## src/rtl/fifo_stream_reader.sv

```systemverilog
// rtl/fifo_stream_reader.sv - FIFO drain adapter: read/empty pops into a 3-entry skid buffer, valid/ready out
// Optional accepted-transfer counter on word_count: define FIFO_STREAM_READER_STATS_EN.
module fifo_stream_reader #(
  parameter int width = 4
) (
  input  logic             clk,
  input  logic             reset,
  input  logic             fifo_empty,
  output logic             fifo_rd,
  input  logic [width-1:0] fifo_data,
  output logic             out_valid,
  input  logic             out_ready,
  output logic [width-1:0] out_data,
  output logic [7:0]       word_count
);

  logic [1:0]       occ;
  logic [1:0]       head;
  logic [1:0]       tail;
  logic             inflight;
  logic [width-1:0] mem [0:2];
  logic             pop;
  logic [2:0]       committed;

  // Words already held plus the one still coming out of the RAM must fit in 3 slots.
  assign committed = {1'b0, occ} + {2'b00, inflight};
  // Gated by reset so the FIFO is never popped while both sides are being cleared.
  assign fifo_rd   = reset && !fifo_empty && (committed < 3'd3);
  assign out_valid = (occ != 2'd0);
  assign out_data  = mem[head];
  assign pop       = out_valid && out_ready;

  function automatic logic [1:0] next_ptr(input logic [1:0] p);
    return (p == 2'd2) ? 2'd0 : p + 2'd1;
  endfunction

  always_ff @(posedge clk) begin
    if (!reset) begin
      occ      <= 2'd0;
      inflight <= 1'b0;
      head     <= 2'd0;
      tail     <= 2'd0;
      mem[0]   <= '0;
      mem[1]   <= '0;
      mem[2]   <= '0;
    end else begin
      inflight <= fifo_rd;
      if (inflight) begin
        mem[tail] <= fifo_data;
        tail      <= next_ptr(tail);
      end
      if (pop) begin
        head <= next_ptr(head);
      end
      occ <= occ + {1'b0, inflight} - {1'b0, pop};
    end
  end

`ifdef FIFO_STREAM_READER_STATS_EN
  logic [7:0] count_q;

  always_ff @(posedge clk) begin
    if (!reset) begin
      count_q <= 8'd0;
    end else if (pop) begin
      count_q <= count_q + 8'd1;
    end
  end

  assign word_count = count_q;
`else
  assign word_count = 8'd0;
`endif

endmodule

```

## config.mk

```make
export PLATFORM = sky130hd
export DESIGN_NAME = fifo_stream_reader
export DESIGN_NICKNAME = d
export VERILOG_FILES = /design/src/rtl/fifo_stream_reader.sv
export SDC_FILE = /design/constraint.sdc
export NUM_CORES = 1
export LEC_CHECK = 0
export ABC_AREA = 1
export ABC_CLOCK_PERIOD_IN_PS = 1400
export CAP_MARGIN = 20
export CORE_MARGIN = 2
export CORE_UTILIZATION = 50
export DETAILED_ROUTE_END_ITERATION = 10
export GPL_ROUTABILITY_DRIVEN = 1
export PLACE_DENSITY = 0.83
export SETUP_SLACK_MARGIN = 0.4
export SYNTH_ARGS = -nofsm -noshare
export SYNTH_HDL_FRONTEND = slang
export SYNTH_SLANG_ARGS = --single-unit
```

## constraint.sdc

```tcl
create_clock -name clk -period 1.4 [get_ports clk]
set_input_delay 0.28 -clock clk [delete_from_list [all_inputs] [get_ports clk]]
set_output_delay 0.28 -clock clk [all_outputs]
set_load 0.02 [all_outputs]
```

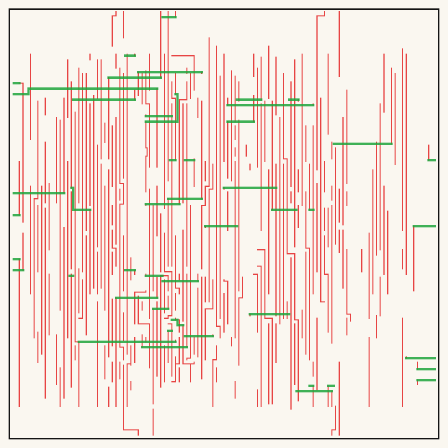
Fig. 1. Routed metal, one color a layer.
Only two layers are drawn.
| color | layer | wire length |
|---|---|---|
| green | met3 | 176 um |
| red | met2 | 2330 um |

==> Changelog: implementation <==
## Implementation

* Half-perimeter wire length after placement at 1.95 mm
* YS chip area at 1200 um2
* Initial antenna violation count at 0
* Die W at 52.9 um
* Drt wl/cell at 21.0 um
* Io pins at 22
* Largest net degree at the start of global routing at 14
* Total tool warning count at 29
* Final Max Tran Viols at 0
* Number of global-route vias before repair at 1070
* WP data arrival at 1.49 ns
* Hold Path Class: in -> reg
* Core area at 2230 um2
* Total Wirelength at 4.17 mm
* Ys cells at 127
* Worst Skew at 0.00270 ns
* Initial drt markers at 40
* Root Driver: clkbuf_4
* Vias per cell at 5.46
* Register area at 677 um2
* Register share after synthesis at 55.2%
* Via Count at 1087
* Critical Path End Type: primary output
* Final period utilization at 127%
* Failing checks: setup timing
* Worst VDD drop at 1690 uV
* # rows at 17
* Hold Violations, Final at 0
* Final antenna-violating net count at 0
* Number of buffers created by CTS at 3
* 1st-pass router iterations at 4
* Most common logic cells in the final layout: 23 x buf_6, 16 x edfxtp_1, 12 x nor2_1
* Crit-path max FO at 2
* Startpoint class of the critical path: flip-flop
* Total of warnings raised by yosys at 0
* Chip height at 52.9 um
* Outcome: finished, violations left
* Fillers at 65
* Starting Density at 53.6%
* Clk sink count at 25
* Number of remaining DRC errors at 0
* Ratio of cells with drive above 1 in the final layout at 59.6%
* Area growth from synthesis to layout at 72.6%
* Critical path class: reg -> out
* Cells after synthesis at 127
* Port buffer count at 13
* Commonest Layout Cell: buf_6
* Pwr Total at 3.09 mW
* Post-synthesis cell area at 1200 um2
* Max Root-Sink Buffers at 2
* Placement Cell Area at 1650 um2
* PwrDens at 1500 nW/um2
* Worst-Skew Late Latency at 0.32 ns
* Max cap viols at 0
* Crit path required time at 1.12 ns
* Ant diodes at 0
* Leak at 0.816 nW
* Total gr overflow at 0
* Tot GR Track Use at 28.1%
* Global-route wire length before repair at 5.29 mm
* Max Clock Freq at 0.564 GHz
* Synth cell types at 20
* Die Area at 2800 um2
* Final setup fails at 20
* RSZ-0062 raised after global routing: true
* Logic area at 761 um2
* CTS Hold Bufs at 0
* Design Area, Final at 2060 um2
* Reg clk slew, reported paths at 0.12 ns
* Syn avg cell area at 9.42 um2
* Setup ws final at -0.373 ns
* CTS tree: built
* CTS H-tree depth at 1
* GP Congestion at 0.701
* Seq cells post-synth at 25
* Min cycle time layout at 1.77 ns
* Final nets at 183
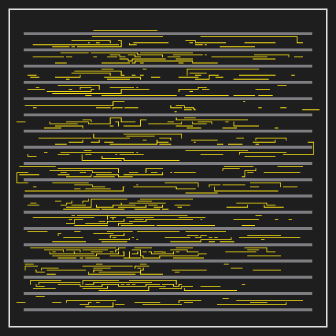
Fig. 2. The metal 1 layer.
Supply wires on this layer in gray.
longest straight run: 18.4 um
wire length on this layer: 1420 um
share of all routed wire: 34%

## cell type report
| class | count | share of cell area (%) |
|---|---|---|
| multi-input combinational | 81 | 36.8 |
| sequential | 25 | 32.8 |
| timing repair buffer | 43 | 22.8 |
| inverter | 18 | 4.61 |
| tap | 28 | 1.70 |
| clock buffer | 4 | 1.27 |
## registers in the layout, summed over array words and instances (netlist names), named ones only
| signal | cells |
|---|---|
| inflight | 1 |
| head | 2 |
| occ | 2 |
| mem | 16 |
| tail | 2 |
## power breakdown
| part | leakage (nW) | internal, mW | switching, mW | total [mW] |
|---|---|---|---|---|
| registers | 0.237 | 0.887 | 0.114 | 1.00 |
| logic | 0.564 | 0.881 | 0.894 | 1.77 |
| clock network | 0.0150 | 0.112 | 0.205 | 0.317 |
## layer usage
layer  share of wire, %  GRT usage, %  wire [um]  vias up
li1                   -             -          -      488
met1                 34          28.2       1420      513
met2                 56          57.7       2330       64
met3                4.2          3.11        176       22
met4                5.9          10.3        246        0
met5                  0             0          0        -
## final timing paths
path | start | endpoint | slack, ns | cells past startpoint
hold / removal | fifo_data[2] | mem[3][2] | 0.56 | 1
setup reg to reg | inflight | inflight | -0.24 | 10
setup / recovery | inflight | fifo_rd | -0.37 | 6
hold reg to reg | head[0] | head[0] | 0.62 | 2
## synthesized netlist by cell type
cell type | number | area [um2]
nor2_1 | 29 | 109
inv_1 | 17 | 63.8
edfxtp_1 | 16 | 480
nand2_1 | 14 | 52.6
o21ai_0 | 13 | 65.1
buf_4 | 10 | 75.1
dfxtp_1 | 9 | 180
o22ai_1 | 4 | 25.0
ha_1 | 3 | 37.5
nand3_4 | 2 | 35.0
conb_1 | 1 | 3.75
inv_4 | 1 | 6.26
nand2_2 | 1 | 6.26
nand2_4 | 1 | 11.3
nand3_1 | 1 | 5.00
nand3_2 | 1 | 10.0
nand3b_1 | 1 | 7.51
nor2_2 | 1 | 6.26
nor2_4 | 1 | 11.3
nor3_1 | 1 | 5.00
## cells by family (layout without fill, tap and decap cells)
logic type,after synthesis,count (layout),share of synthesized area [%]
flops,25,25,55.2
buf+inv,28,65,12.1
compound gates,17,17,7.53
simple gates,53,53,21.7
other cells,1,8,0.314
fa+ha+maj,3,3,3.14
## what timing repair did
| item | 4_1_cts | 5_1_grt |
|---|---|---|
| cloned | 1 | 0 |
| endpoints found under the setup margin | 43 | 43 |
| setup buffers | 12 | 6 |
| pin swaps | 14 | 5 |
| endpoints found under the hold margin | 0 | 0 |
| gates resized | 77 | 21 |
## critical path, stage by stage, from the launching register on
cell	delay, ns
dfxtp_4	0.38
ha_4	0.16
ha_4	0.21
nand2_1	0.06
nand3b_1	0.14
nor2_4	0.11
buf_6	0.12
## per-stage QoR
step	hold WS (ns)	setup slack, ns	TNS, ns	utilization (%)	std cells
2_1_floorplan	0.343	0.0660	0	-	134
3_3_place_gp	0.494	-0.496	-7.72	73.8	176
3_5_place_dp	0.518	-0.504	-8.65	73.8	176
4_1_cts	0.554	-0.323	-1.25	86.4	193
5_1_grt	0.560	-0.409	-3.02	92.4	199
6_report	0.562	-0.373	-2.37	92.4	199
Power is estimated from default activity; no workload was simulated.
